<file path="src/rtl/sr_vector_pkg.sv">
// Shared constants for the vector S/R register: data-path modes and the
// policies for resolving a bit that sees set and reset together.
package sr_vector_pkg;

    localparam logic [1:0] MODE_HOLD = 2'b00;
    localparam logic [1:0] MODE_LOAD = 2'b01;
    localparam logic [1:0] MODE_SHL  = 2'b10;
    localparam logic [1:0] MODE_SHR  = 2'b11;

    localparam int CONF_RST  = 0;
    localparam int CONF_SET  = 1;
    localparam int CONF_HOLD = 2;
    localparam int CONF_BOTH = 3;

endpackage

</file>
<file path="src/rtl/sr_bit_cell.sv">
// One S/R bit: conflict policy, then reset, then set, then the mode result.
module sr_bit_cell
    import sr_vector_pkg::*;
#(
    parameter int CONFLICT_MODE = CONF_BOTH
) (
    input  logic CLK,
    input  logic RN,
    input  logic R,
    input  logic S,
    input  logic M,
    output logic Q,
    output logic QN
);

    always_ff @(posedge CLK or negedge RN) begin
        if (!RN) begin
            Q  <= 1'b0;
            QN <= 1'b1;
        end else if (R && S) begin
            case (CONFLICT_MODE)
                CONF_RST: begin
                    Q  <= 1'b0;
                    QN <= 1'b1;
                end
                CONF_SET: begin
                    Q  <= 1'b1;
                    QN <= 1'b0;
                end
                CONF_HOLD: begin
                    Q  <= Q;
                    QN <= QN;
                end
                default: begin
                    Q  <= 1'b1;
                    QN <= 1'b1;
                end
            endcase
        end else if (R) begin
            Q  <= 1'b0;
            QN <= 1'b1;
        end else if (S) begin
            Q  <= 1'b1;
            QN <= 1'b0;
        end else begin
            // QN is always rebuilt from M, so hold repairs a (1,1) pair.
            Q  <= M;
            QN <= ~M;
        end
    end

endmodule

</file>
<file path="src/rtl/sr_vector_reg.sv">
// WIDTH-bit bank of S/R flip-flops with hold/load/shift data path and a
// registered conflict flag plus saturating conflict counter.
module sr_vector_reg
    import sr_vector_pkg::*;
#(
    parameter int WIDTH         = 8,
    parameter int CONFLICT_MODE = 3,
    parameter int CNT_W         = 4
) (
    input  logic             CLK,
    input  logic             RN,
    input  logic [WIDTH-1:0] R,
    input  logic [WIDTH-1:0] S,
    input  logic [WIDTH-1:0] D,
    input  logic [1:0]       MODE,
    input  logic             SIN,
    input  logic             CLR_CNT,
    output logic [WIDTH-1:0] Q,
    output logic [WIDTH-1:0] QN,
    output logic [WIDTH-1:0] VAL,
    output logic             CONFLICT,
    output logic [CNT_W-1:0] CONF_CNT
);

    localparam logic [CNT_W-1:0] CNT_MAX = '1;

    logic [WIDTH-1:0] m;
    logic             any_conf;

    // Mode result always derives from registered Q; QN never shifts.
    always_comb begin
        m = Q;
        case (MODE)
            MODE_HOLD: m = Q;
            MODE_LOAD: m = D;
            MODE_SHL:  m = {Q[WIDTH-2:0], SIN};
            MODE_SHR:  m = {SIN, Q[WIDTH-1:1]};
            default:   m = Q;
        endcase
    end

    for (genvar i = 0; i < WIDTH; i++) begin : g_bit
        sr_bit_cell #(
            .CONFLICT_MODE(CONFLICT_MODE)
        ) u_cell (
            .CLK (CLK),
            .RN  (RN),
            .R   (R[i]),
            .S   (S[i]),
            .M   (m[i]),
            .Q   (Q[i]),
            .QN  (QN[i])
        );
    end

    assign any_conf = |(R & S);
    assign VAL      = Q ^ QN;

    always_ff @(posedge CLK or negedge RN) begin
        if (!RN) begin
            CONFLICT <= 1'b0;
            CONF_CNT <= '0;
        end else begin
            CONFLICT <= any_conf;
            // Clear wins over a same-cycle conflict; count saturates.
            if (CLR_CNT)
                CONF_CNT <= '0;
            else if (any_conf && CONF_CNT != CNT_MAX)
                CONF_CNT <= CONF_CNT + 1'b1;
        end
    end

    always @(posedge CLK) begin
        if (RN)
            assert (!$isunknown(MODE)) else $error("sr_vector_reg: MODE is X/Z");
    end

endmodule

</file>
<file path="config.mk">
export PLATFORM = sky130hd
export DESIGN_NAME = sr_vector_reg
export DESIGN_NICKNAME = d
export VERILOG_FILES = /design/src/rtl/sr_vector_pkg.sv /design/src/rtl/sr_bit_cell.sv /design/src/rtl/sr_vector_reg.sv
export SDC_FILE = /design/constraint.sdc
export NUM_CORES = 1
export LEC_CHECK = 0
export ABC_AREA = 0
export ABC_CLOCK_PERIOD_IN_PS = 1600
export CAP_MARGIN = 30
export CORE_MARGIN = 3
export CORE_UTILIZATION = 35
export DETAILED_ROUTE_END_ITERATION = 10
export GPL_TIMING_DRIVEN = 0
export PLACE_DENSITY_LB_ADDON = 0.12
export RECOVER_POWER = 25
export SETUP_SLACK_MARGIN = 0.02
export SYNTH_ARGS = -nofsm -noshare
export SYNTH_HDL_FRONTEND = slang
export SYNTH_HIERARCHICAL = 1
export SYNTH_SLANG_ARGS = --single-unit
</file>
<file path="constraint.sdc">
create_clock -name CLK -period 1.6 [get_ports CLK]
set_clock_uncertainty 0.05 [all_clocks]
set_input_delay 0.16 -clock CLK [delete_from_list [all_inputs] [get_ports CLK]]
set_output_delay 0.16 -clock CLK [all_outputs]
set_load 0.005 [all_outputs]
</file>
==> impl_metrics.env <==
# physical design summary
export IMPL_p_per_area_nw_per_um2=718
export IMPL_p_seq_share_pct=50.5
export IMPL_rsz0062_at_grt="false"
export IMPL_grtUsageTotal_pct=15.0
export IMPL_gp_congestion=0.760
export IMPL_drt_iter0_markers=16
export IMPL_min_period_ps=1540
export IMPL_clk_latency_ps=300
export IMPL_cts_sinks=21
export IMPL_clkTransAtPathRegs_ps=130
export IMPL_ys_cells=87
export IMPL_finalCritPeriodShare_pct=96.6
export IMPL_synth_cell_types=22
export IMPL_start_kind="primary input"
export IMPL_relSlewSlack_pct=35.8
export IMPL_fmax_mhz=647
export IMPL_fillCellCount=245
export IMPL_grt_overflow_total=0
export IMPL_cp_end_kind="register"
export IMPL_syn_inst=87
export IMPL_grt_start_max_net_pins=22
export IMPL_crit_chain="clkdlybuf4s50_1 -> a22oi_1 -> and4_1 -> a31oi_1 -> mux2_1"
export IMPL_cts_root_buffer="clkbuf_4"
export IMPL_powerSeq_uw=631
export IMPL_cap_violations=0
export IMPL_ys_seq_share_pct=49.0
export IMPL_powerClk_uw=257
export IMPL_critPathTopFamily="buffers and inverters"
export IMPL_power_leakage_nw=0.762
export IMPL_crit_fanout=6
export IMPL_numCtsBuffers=3
export IMPL_switching_power_uw=334
export IMPL_wirelength_um=2750
export IMPL_synth_net_count=118
export IMPL_required_ps=1740
export IMPL_top_area_cell="dfrtp_1"
export IMPL_place_port_buffers=56
export IMPL_top_area_share_pct=29.7
export IMPL_nNetsFinal=180
export IMPL_ctsHoldBuffers=0
export IMPL_holdCritPathClass="in2reg"
export IMPL_die_area_um2=3830
export IMPL_pin_count=59
export IMPL_cp_num_cells=5
export IMPL_antenna_found_initial=0
export IMPL_rr_worst_depth=3
export IMPL_ys_chip_area_um2=1090
export IMPL_die_w_um=61.9
export IMPL_flop_cell="dfrtp_1"
export IMPL_async_flop_share_pct=100
export IMPL_outcome="finished, final reports clean"
export IMPL_p_comb_share_pct=28.9
export IMPL_cts_htree_levels=1
export IMPL_cpMaxStageDelayCell="clkdlybuf4s50_1"
export IMPL_common_cells="dfrtp_1 (13), inv_1 (11), o21ai_0 (9)"
export IMPL_edf_count=0
export IMPL_ys_seq_elements=21
export IMPL_yosysWarnings=6
export IMPL_slowest_delay_ps=510
export IMPL_p_clk_share_pct=20.6
export IMPL_log_warning_count=26
export IMPL_path_buffers=1
export IMPL_dpl_worst_slack_ps=-210
export IMPL_dp_hpwl_um=2230
export IMPL_vias=951
export IMPL_hold_viol=0
export IMPL_cts_buffer_depth=2
export IMPL_drive_gt1_share_pct=16.9
export IMPL_power_leader="registers"
export IMPL_fp_util_pct=38.0
export IMPL_via_per_inst=5.01
export IMPL_grt_pass1_wl_um=4160
export IMPL_cp_data_arrival_time_ps=1680
export IMPL_min_path_cells=3
export IMPL_powerComb_uw=361
export IMPL_post_synth_cell_area_avg_um2=12.6
export IMPL_setup_viol=0
export IMPL_final_setup_worst_slack_ps=55.0
export IMPL_swShare_pct=26.7
export IMPL_cts_tree="yes"
export IMPL_postRouteAntennaNets=0
export IMPL_p_int_uw=916
export IMPL_area_delta_synth_final_pct=59.3
export IMPL_worstMarginPinSlew_ps=959
export IMPL_drv_slew=0
export IMPL_synth_area_um2=1090
export IMPL_area_leaders="dfrtp_1 (30%), dfstp_2 (19%), mux4_2 (16%)"
export IMPL_drc_errors=0
export IMPL_wire_per_inst_um=14.5
export IMPL_top_cell="dfrtp_1"
export IMPL_num_antenna_cells=0
export IMPL_grt_pass1_vias=904
export IMPL_firstDrtPassIters=4
export IMPL_crit_type="in2reg"
export IMPL_total_power_mw=1.25
==> path summary, 6_finish.rpt <==
kind,slack (ps),to,start
max in group asynchronous,480,g_bit[5].u_cell/Q,RN
worst max register to register,140,CONF_CNT[0],CONF_CNT[0]
worst min register to register,550,CONF_CNT[1],CONF_CNT[1]
worst min-delay path,290,g_bit[1].u_cell/QN,MODE[1]
worst max-delay path,60,CONF_CNT[0],S[0]
min in group asynchronous,390,g_bit[2].u_cell/Q,RN
==> final cells by class <==
class	count	area, um^2	share of cell area [%]
inverters	11	41.3	2.37
flip-flops and latches	21	538	30.9
repair buffers	57	568	32.6
well taps	42	52.6	3.02
plain buffers	2	10.0	0.575
multi-input cells	53	504	29.0
clock inverters	1	5.00	0.287
clock buffers	3	22.5	1.29
==> metal layers <==
metal  global-route usage [%]  part of all wire (%)  vias to the layer above
li1                         -                     -                      442
met5                        0                     0                        -
met4                     5.45                  0.62                        0
met1                     20.2                    44                      463
met3                     3.51                   8.5                        2
met2                     23.8                    47                       44
==> cell families after synthesis <==
group	count (synthesis)	synth area share [%]
AND/OR/NAND/NOR	10	5.95
flip-flops	21	49.0
multiplexers	10	18.4
XOR/XNOR	8	6.41
buffers and inverters	13	4.69
adder cells (fa/ha/maj)	1	1.14
AND-OR/OR-AND	24	14.4
==> per-stage QoR <==
step	cells	hold WS [ps]	TNS (ps)	instance area, um^2
CTS	190	293	0	1730
global route	190	292	0	1740
global placement	185	522	-220	1710
finish	190	293	0	1740
floorplan	87	-186	0	1090
detailed placement	185	539	-340	1710
==> repair_timing <==
item / 4_1_cts / 5_1_grt
hold endpoints to repair: 0 / 0
pin swaps: 0 / 0
setup endpoints to repair: 12 / 8
resized: 11 / 8
buffers inserted: 1 / 0
==> tightest hold or removal path: stages <==
cell     delay, ps
buf_2          180
mux4_2         240
o21ai_0         70
==> cells in the final DEF, fill, tap and decap left out <==
cell type | synthesis | layout
ha_1 | 1 | 1
o21ai_0 | 9 | 9
dlygate4sd3_1 | 0 | 1
clkdlybuf4s50_1 | 0 | 39
xor2_1 | 8 | 8
a31oi_1 | 1 | 1
buf_2 | 2 | 2
a21o_1 | 8 | 8
nor2_1 | 1 | 1
a22oi_1 | 4 | 4
clkdlybuf4s15_1 | 0 | 1
or4_1 | 1 | 1
nand3_1 | 1 | 1
dfstp_2 | 8 | 8
dlygate4sd2_1 | 0 | 10
mux4_2 | 8 | 8
dfrtp_1 | 13 | 11
inv_1 | 11 | 11
clkinv_2 | 0 | 1
a211oi_1 | 1 | 1
dlymetal6s2s_1 | 0 | 5
buf_4 | 0 | 1
mux2_1 | 1 | 1
nor4_1 | 1 | 1
a311oi_1 | 1 | 1
dfrtp_2 | 0 | 2
and4_1 | 0 | 1
mux2i_1 | 1 | 1
nand2b_1 | 4 | 4
nor2b_1 | 1 | 1
clkbuf_4 | 0 | 3
==> state kept, by name, summed over array words and instances (netlist names) <==
name             flops
g_bit.u_cell/QN      8
CONFLICT             1
g_bit.u_cell/Q       8
CONF_CNT             4
pdn.png
Pins as bars on the die edge. Tap cells in grey.
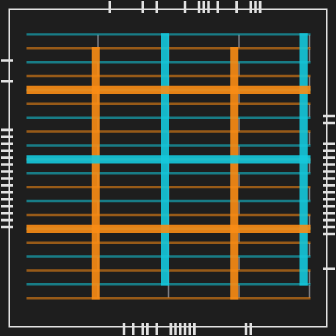
legend:
  orange:
    net: VSS
  cyan:
    net: VDD
met1 rails: 20
met4 straps: 4
rows: 19
met5 straps: 3
Peak VDD IR: 0.340 mV
core footprint: 2880 um^2
chip height: 61.9 um

cell_classes.png
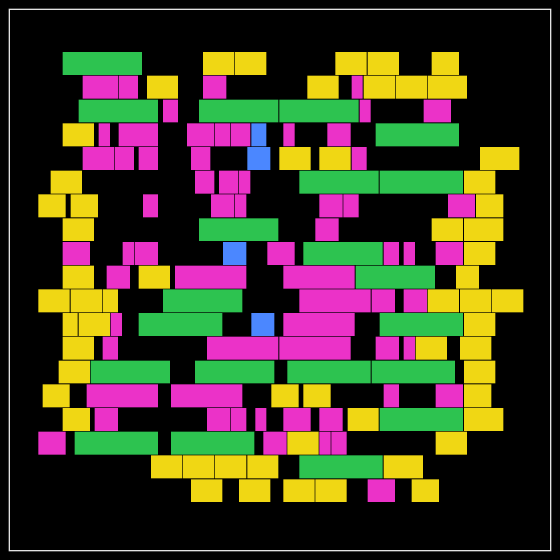
legend:
  magenta:
    class: all other logic
    cells: 64
    share_of_their_area: 32%
  blue:
    class: clock drivers and dummy loads
    cells: 4
    share_of_their_area: 1.6%
  green:
    class: flip-flops
    cells: 21
    share_of_their_area: 32%
  yellow:
    class: other buffers and delay cells
    cells: 59
    share_of_their_area: 34%
Final Cell Area: 1740 um^2
Final Core Density: 60.5%
sequential share of cell area: 30.9%
Std-Cell Rows: 19

